--- src/rtl/fetch_unit.sv ---
// Instruction-fetch front end: owns the fetch PC, issues word fetches to a
// variable-latency instruction memory over req/ack, buffers returned words
// with their PC+4 in a small FIFO and hands them to ID under valid/ready.
// Redirects from EX flush the FIFO; a fetch still in flight at redirect time
// is allowed to complete at its old address and its data is dropped.

module fetch_unit #(
    parameter int          DEPTH    = 4,
    parameter logic [31:0] RESET_PC = 32'h0000_0000
) (
    input  logic        clk,
    input  logic        reset,
    output logic        imem_req,
    output logic [31:0] imem_addr,
    input  logic        imem_ack,
    input  logic [31:0] imem_rdata,
    input  logic        redirect,
    input  logic [31:0] redirect_pc,
    input  logic        id_ready,
    output logic        id_valid,
    output logic [31:0] id_instr,
    output logic [31:0] id_pc_plus_4
);

    localparam int PTR_W = $clog2(DEPTH);
    localparam int CNT_W = PTR_W + 1;
    localparam logic [CNT_W-1:0] DEPTH_C = CNT_W'(DEPTH);

    typedef enum logic [1:0] {
        ST_IDLE    = 2'b00,
        ST_REQ     = 2'b01,
        ST_DISCARD = 2'b10
    } state_t;

    state_t             state_r;
    state_t             state_next_s;
    logic [31:0]        fetch_pc_r;
    logic [31:0]        fetch_pc_next_s;
    logic [31:0]        saved_pc_r;
    logic [31:0]        saved_pc_next_s;
    logic [CNT_W-1:0]   count_r;
    logic [CNT_W-1:0]   count_next_s;
    logic [PTR_W-1:0]   rd_ptr_r;
    logic [PTR_W-1:0]   wr_ptr_r;
    logic [31:0]        instr_q_r [DEPTH];
    logic [31:0]        pc4_q_r   [DEPTH];
    logic [31:0]        redirect_pc_s;
    logic               queue_nonempty_s;
    logic               push_s;
    logic               pop_s;

    // The low two address bits of a redirect target are forced to zero.
    assign redirect_pc_s    = redirect_pc & 32'hFFFF_FFFC;
    assign queue_nonempty_s = (count_r != {CNT_W{1'b0}});

    // A redirect wins over both pop and push in the same cycle.
    assign pop_s        = queue_nonempty_s & id_ready & ~redirect;
    assign push_s       = (state_r == ST_REQ) & imem_ack & ~redirect;
    assign count_next_s = count_r + CNT_W'(push_s) - CNT_W'(pop_s);

    // Next-state, next fetch PC and saved redirect target.
    always_comb begin
        state_next_s    = state_r;
        fetch_pc_next_s = fetch_pc_r;
        saved_pc_next_s = saved_pc_r;
        case (state_r)
            ST_IDLE: begin
                if (redirect) begin
                    fetch_pc_next_s = redirect_pc_s;
                    state_next_s    = ST_REQ;
                end else if (count_next_s < DEPTH_C) begin
                    state_next_s    = ST_REQ;
                end else begin
                    state_next_s    = ST_IDLE;
                end
            end
            ST_REQ: begin
                if (imem_ack) begin
                    if (redirect) begin
                        // Returned word belongs to the wrong path; refetch.
                        fetch_pc_next_s = redirect_pc_s;
                        state_next_s    = ST_REQ;
                    end else begin
                        fetch_pc_next_s = fetch_pc_r + 32'd4;
                        state_next_s    = (count_next_s == DEPTH_C) ? ST_IDLE : ST_REQ;
                    end
                end else if (redirect) begin
                    // Old request must still complete before the new one.
                    saved_pc_next_s = redirect_pc_s;
                    state_next_s    = ST_DISCARD;
                end else begin
                    state_next_s    = ST_REQ;
                end
            end
            ST_DISCARD: begin
                if (redirect) begin
                    saved_pc_next_s = redirect_pc_s;
                end else begin
                    saved_pc_next_s = saved_pc_r;
                end
                if (imem_ack) begin
                    fetch_pc_next_s = redirect ? redirect_pc_s : saved_pc_r;
                    state_next_s    = ST_REQ;
                end else begin
                    state_next_s    = ST_DISCARD;
                end
            end
            default: begin
                state_next_s = ST_IDLE;
            end
        endcase
    end

    // FSM state, fetch PC and saved redirect target registers.
    always_ff @(posedge clk or negedge reset) begin
        if (!reset) begin
            state_r    <= ST_IDLE;
            fetch_pc_r <= RESET_PC;
            saved_pc_r <= RESET_PC;
        end else begin
            state_r    <= state_next_s;
            fetch_pc_r <= fetch_pc_next_s;
            saved_pc_r <= saved_pc_next_s;
        end
    end

    // Queue occupancy and pointers; a redirect empties the queue in one cycle.
    always_ff @(posedge clk or negedge reset) begin
        if (!reset) begin
            count_r  <= {CNT_W{1'b0}};
            rd_ptr_r <= {PTR_W{1'b0}};
            wr_ptr_r <= {PTR_W{1'b0}};
        end else if (redirect) begin
            count_r  <= {CNT_W{1'b0}};
            rd_ptr_r <= {PTR_W{1'b0}};
            wr_ptr_r <= {PTR_W{1'b0}};
        end else begin
            count_r <= count_next_s;
            if (push_s) begin
                wr_ptr_r <= wr_ptr_r + PTR_W'(1);
            end
            if (pop_s) begin
                rd_ptr_r <= rd_ptr_r + PTR_W'(1);
            end
        end
    end

    // Queue storage; contents are only observable through count_r, so no reset.
    always_ff @(posedge clk) begin
        if (push_s) begin
            instr_q_r[wr_ptr_r] <= imem_rdata;
            pc4_q_r[wr_ptr_r]   <= fetch_pc_r + 32'd4;
        end
    end

    // Outputs are decoded directly from registered state.
    assign imem_req     = (state_r == ST_REQ) | (state_r == ST_DISCARD);
    assign imem_addr    = fetch_pc_r;
    assign id_valid     = queue_nonempty_s;
    assign id_instr     = queue_nonempty_s ? instr_q_r[rd_ptr_r] : 32'h0000_0000;
    assign id_pc_plus_4 = queue_nonempty_s ? pc4_q_r[rd_ptr_r]   : 32'h0000_0000;

endmodule
--- config.mk ---
export PLATFORM = sky130hd
export DESIGN_NAME = fetch_unit
export DESIGN_NICKNAME = d
export VERILOG_FILES = /design/src/rtl/fetch_unit.sv
export SDC_FILE = /design/constraint.sdc
export NUM_CORES = 1
export LEC_CHECK = 0
export CORE_MARGIN = 5
export CORE_UTILIZATION = 48
export CTS_CLUSTER_SIZE = 12
export DETAILED_ROUTE_END_ITERATION = 8
export GPL_TIMING_DRIVEN = 1
export PLACE_DENSITY = 0.83
export SLEW_MARGIN = 20
export SYNTH_ARGS = -nofsm -noshare
export SYNTH_HDL_FRONTEND = slang
export SYNTH_SLANG_ARGS = --single-unit
--- constraint.sdc ---
create_clock -name clk -period 3.4 [get_ports clk]
set_input_delay 0.68 -clock clk [delete_from_list [all_inputs] [get_ports clk]]
set_output_delay 0.68 -clock clk [all_outputs]
set_load 0.01 [all_outputs]
==> results.json <==
{
  "cts_inserted_buffers": 36,
  "placement_rows": 63,
  "drt_first_iter_violations": 769,
  "placement.setup.worst_slack_ps": 296,
  "netlist-cell-type-count": 60,
  "hold_path_class": "in2async",
  "floorplanUtilization": 0.484,
  "maximum_number_of_pins_on_one_net_before_global_route_repair": 67,
  "ys_seq_share": 0.667,
  "routedWlPerCell_um": 21.2,
  "yosysChipArea_um2": 14300,
  "clk_transition_reported_paths_ps": 60,
  "worst-setup-path-type": "reg2out",
  "top_cell": "sky130_fd_sc_hd__edfxtp_1",
  "gp_congestion": 0.847,
  "timing.rr.end": "state_r[0]$_DFF_PN0_",
  "yosys_cells": 909,
  "clock-sinks": 329,
  "leakage_uw": 0.00604,
  "layout_min_cycle_time_ps": 3240,
  "final-clk-cell-share": 0.0597,
  "postRouteWirelength_mm": 31.9,
  "worst_ep_arrival_time_ps": 2560,
  "adder_share": 0.0111,
  "netlist_top_cells_count": "sky130_fd_sc_hd__edfxtp_1, sky130_fd_sc_hd__dfrtp_1, sky130_fd_sc_hd__and2_1",
  "final.fill_count": 2158,
  "drtAntennaViolNets": 0,
  "yosys-dominant-comb-family": "multiplexers",
  "buffers_excl_clock": 201,
  "hold_viol": 0,
  "worst_slew_pin_slew_ps": 728,
  "fin_area_um2": 17600,
  "dpl_cell_area_um2": 16500,
  "reg2regPathDepth": 13,
  "run_status": "completed",
  "cell_count_after_placement": 1437,
  "synth-edff-count": 256,
  "setup_tns_ps": 0,
  "cell_area_synth_um2": 14300,
  "synthDominantAreaCellType": "sky130_fd_sc_hd__edfxtp_1",
  "area.growth.synth_to_final_pct": 23.3,
  "cap_violations": 0,
  "final_setup_violating_endpoints": 0,
  "finalCritPeriodShare": 0.952,
  "worst_setup_path_startpoint": "count_r[1]$_DFF_PN0_",
  "antenna_cells": 0,
  "cts_root_buffer": "sky130_fd_sc_hd__clkbuf_16",
  "multi_input_comb_area_um2": 4450,
  "area_dominant_class": "registers",
  "finalNonFillerCells": 1505,
  "holdWs_ps": 223,
  "postSynthRegisterBits": 329,
  "vdd.ir_drop.worst_uv": 484,
  "p_per_area_nw_per_um2": 826,
  "cp_max_fo": 66,
  "sequential_area_um2": 9520,
  "drive_above_1_share": 0.177,
  "io_pins": 167,
  "cts.path.max_buffers": 3,
  "drc_errors": 0,
  "totalPowerFinal_uw": 14500,
  "fp.dieArea_um2": 33300,
  "layout.nets": 1171,
  "worst_slew_margin_rel": 0.514,
  "xor_share": 0.0203,
  "hpwlAfterDp_mm": 20.8,
  "reg2reg_from": "state_r[1]$_DFF_PN0_",
  "topCellsByArea": "sky130_fd_sc_hd__edfxtp_1, sky130_fd_sc_hd__dfrtp_1, sky130_fd_sc_hd__mux4_2, sky130_fd_sc_hd__and2_1, sky130_fd_sc_hd__mux2_2",
  "drt_first_pass_iters": 7,
  "req_time_crit_path_ps": 2720,
  "slew_viol_final": 0,
  "netlist_instances": 909,
  "core_area_um2": 29500,
  "antenna_found_initial": 0,
  "grt.overflow.total": 0,
  "fin_worst_skew_ps": 22.1,
  "seqAreaFraction": 0.541,
  "sequential_cell_total": 329,
  "fin_ws_ps": 164,
  "rsz0062_at_grt": "no",
  "synth.avg_cell_area_um2": 15.7,
  "yosys-mux-area-fraction": 0.125,
  "grt_pass1_wl_mm": 49.6
}
-- worst max path at each step --
stage | slack (ps) | cells past startpoint | end
global route | 60 | 4 | id_pc_plus_4[21]
detailed placement | 300 | 12 | state_r[0]$_DFF_PN0_
CTS | 30 | 4 | id_pc_plus_4[25]
global placement | 320 | 12 | state_r[0]$_DFF_PN0_
floorplan | 150 | 4 | instr_q_r[0][0]$_DFFE_PP_
finish | 160 | 4 | id_pc_plus_4[21]
-- power by group --
| group | switching (uW) | internal (uW) |
|---|---|---|
| Combinational | 2640 | 2660 |
| Clock | 1480 | 2010 |
| Sequential | 560 | 5170 |
-- worst max-delay path, stage by stage, from the launching register on --
cell	delay (ps)
sky130_fd_sc_hd__dfrtp_1	410
sky130_fd_sc_hd__or3_2	470
sky130_fd_sc_hd__buf_4	330
sky130_fd_sc_hd__and2_1	250
sky130_fd_sc_hd__clkdlybuf4s50_1	570
-- what timing repair did --
| item | in CTS | in global routing |
|---|---|---|
| hold buffers | 0 | 0 |
| gates cloned | 0 | 0 |
| setup endpoints to repair | 1 | 22 |
| gates resized | 1 | 0 |
| setup buffers | 0 | 5 |
-- cells in the final DEF, fill, tap and decap left out, types with 4 or more instances in the layout --
cell type                         instances
sky130_fd_sc_hd__xor2_1                  20
sky130_fd_sc_hd__a22o_1                   4
sky130_fd_sc_hd__nor3_1                  20
sky130_fd_sc_hd__dfrtp_1                 71
sky130_fd_sc_hd__o31ai_1                  7
sky130_fd_sc_hd__inv_1                   16
sky130_fd_sc_hd__xnor2_1                 13
sky130_fd_sc_hd__mux2_2                  30
sky130_fd_sc_hd__a221oi_1                13
sky130_fd_sc_hd__nor2_1                  56
sky130_fd_sc_hd__o211ai_1                 4
sky130_fd_sc_hd__a22oi_1                  7
sky130_fd_sc_hd__a21oi_1                  7
sky130_fd_sc_hd__clkbuf_16               37
sky130_fd_sc_hd__clkdlybuf4s50_1        163
sky130_fd_sc_hd__or4_1                    4
sky130_fd_sc_hd__nand4_1                 10
sky130_fd_sc_hd__a221o_1                 10
sky130_fd_sc_hd__edfxtp_1               256
sky130_fd_sc_hd__buf_4                   27
sky130_fd_sc_hd__clkbuf_1                15
sky130_fd_sc_hd__nand2_1                 45
sky130_fd_sc_hd__ha_1                    11
sky130_fd_sc_hd__o21ai_0                 35
sky130_fd_sc_hd__and2_1                  66
sky130_fd_sc_hd__and3_2                   5
sky130_fd_sc_hd__nand3_1                 14
sky130_fd_sc_hd__buf_12                   9
sky130_fd_sc_hd__mux4_2                  64
sky130_fd_sc_hd__a31oi_1                  4
sky130_fd_sc_hd__clkinv_1                 4
sky130_fd_sc_hd__nor4_1                   4
-- sequential cells by signal (all words and copies together) (netlist names) --
register,flops
saved_pc_r,32
state_r,2
rd_ptr_r,2
pc4_q_r,128
imem_addr,32
instr_q_r,128
wr_ptr_r,2
count_r,3
-- layer usage --
metal | vias up | part of all wire
met5 | - | 0
met4 | 0 | 0.027
met3 | 68 | 0.067
met2 | 334 | 0.48
met1 | 4326 | 0.42
li1 | 3891 | -
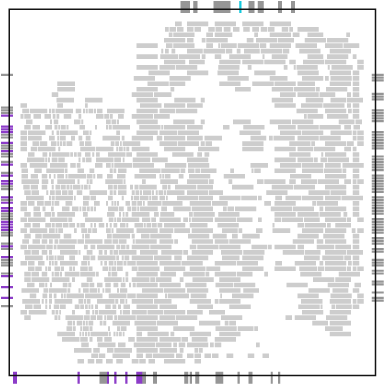
**Above:** I/O pins on the die edge.
(2 px per um) Pins as bars across the die edge, other pins in grey.
legend:
  cyan:
    port: id_valid
    pins: 1
    direction: output
    edge: top
  purple:
    port: redirect_pc
    pins: 32
    direction: input
    edge: 23 left, 9 bottom
overall die width: 182 um
# port buffers: 164
die height: 182 um

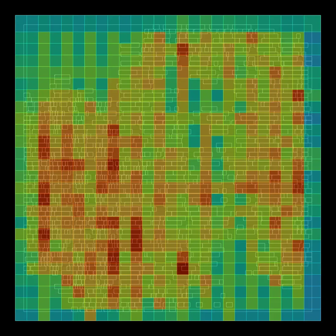
**Above:** congestion heat map.
met3 track demand over resource: 0.0311
All-Layer GR Usage: 0.190
met2 capacity usage during global routing: 0.312
final core area utilization: 0.597
met1 routing resource usage after global routing: 0.262

Power is estimated from default activity; no workload was simulated.
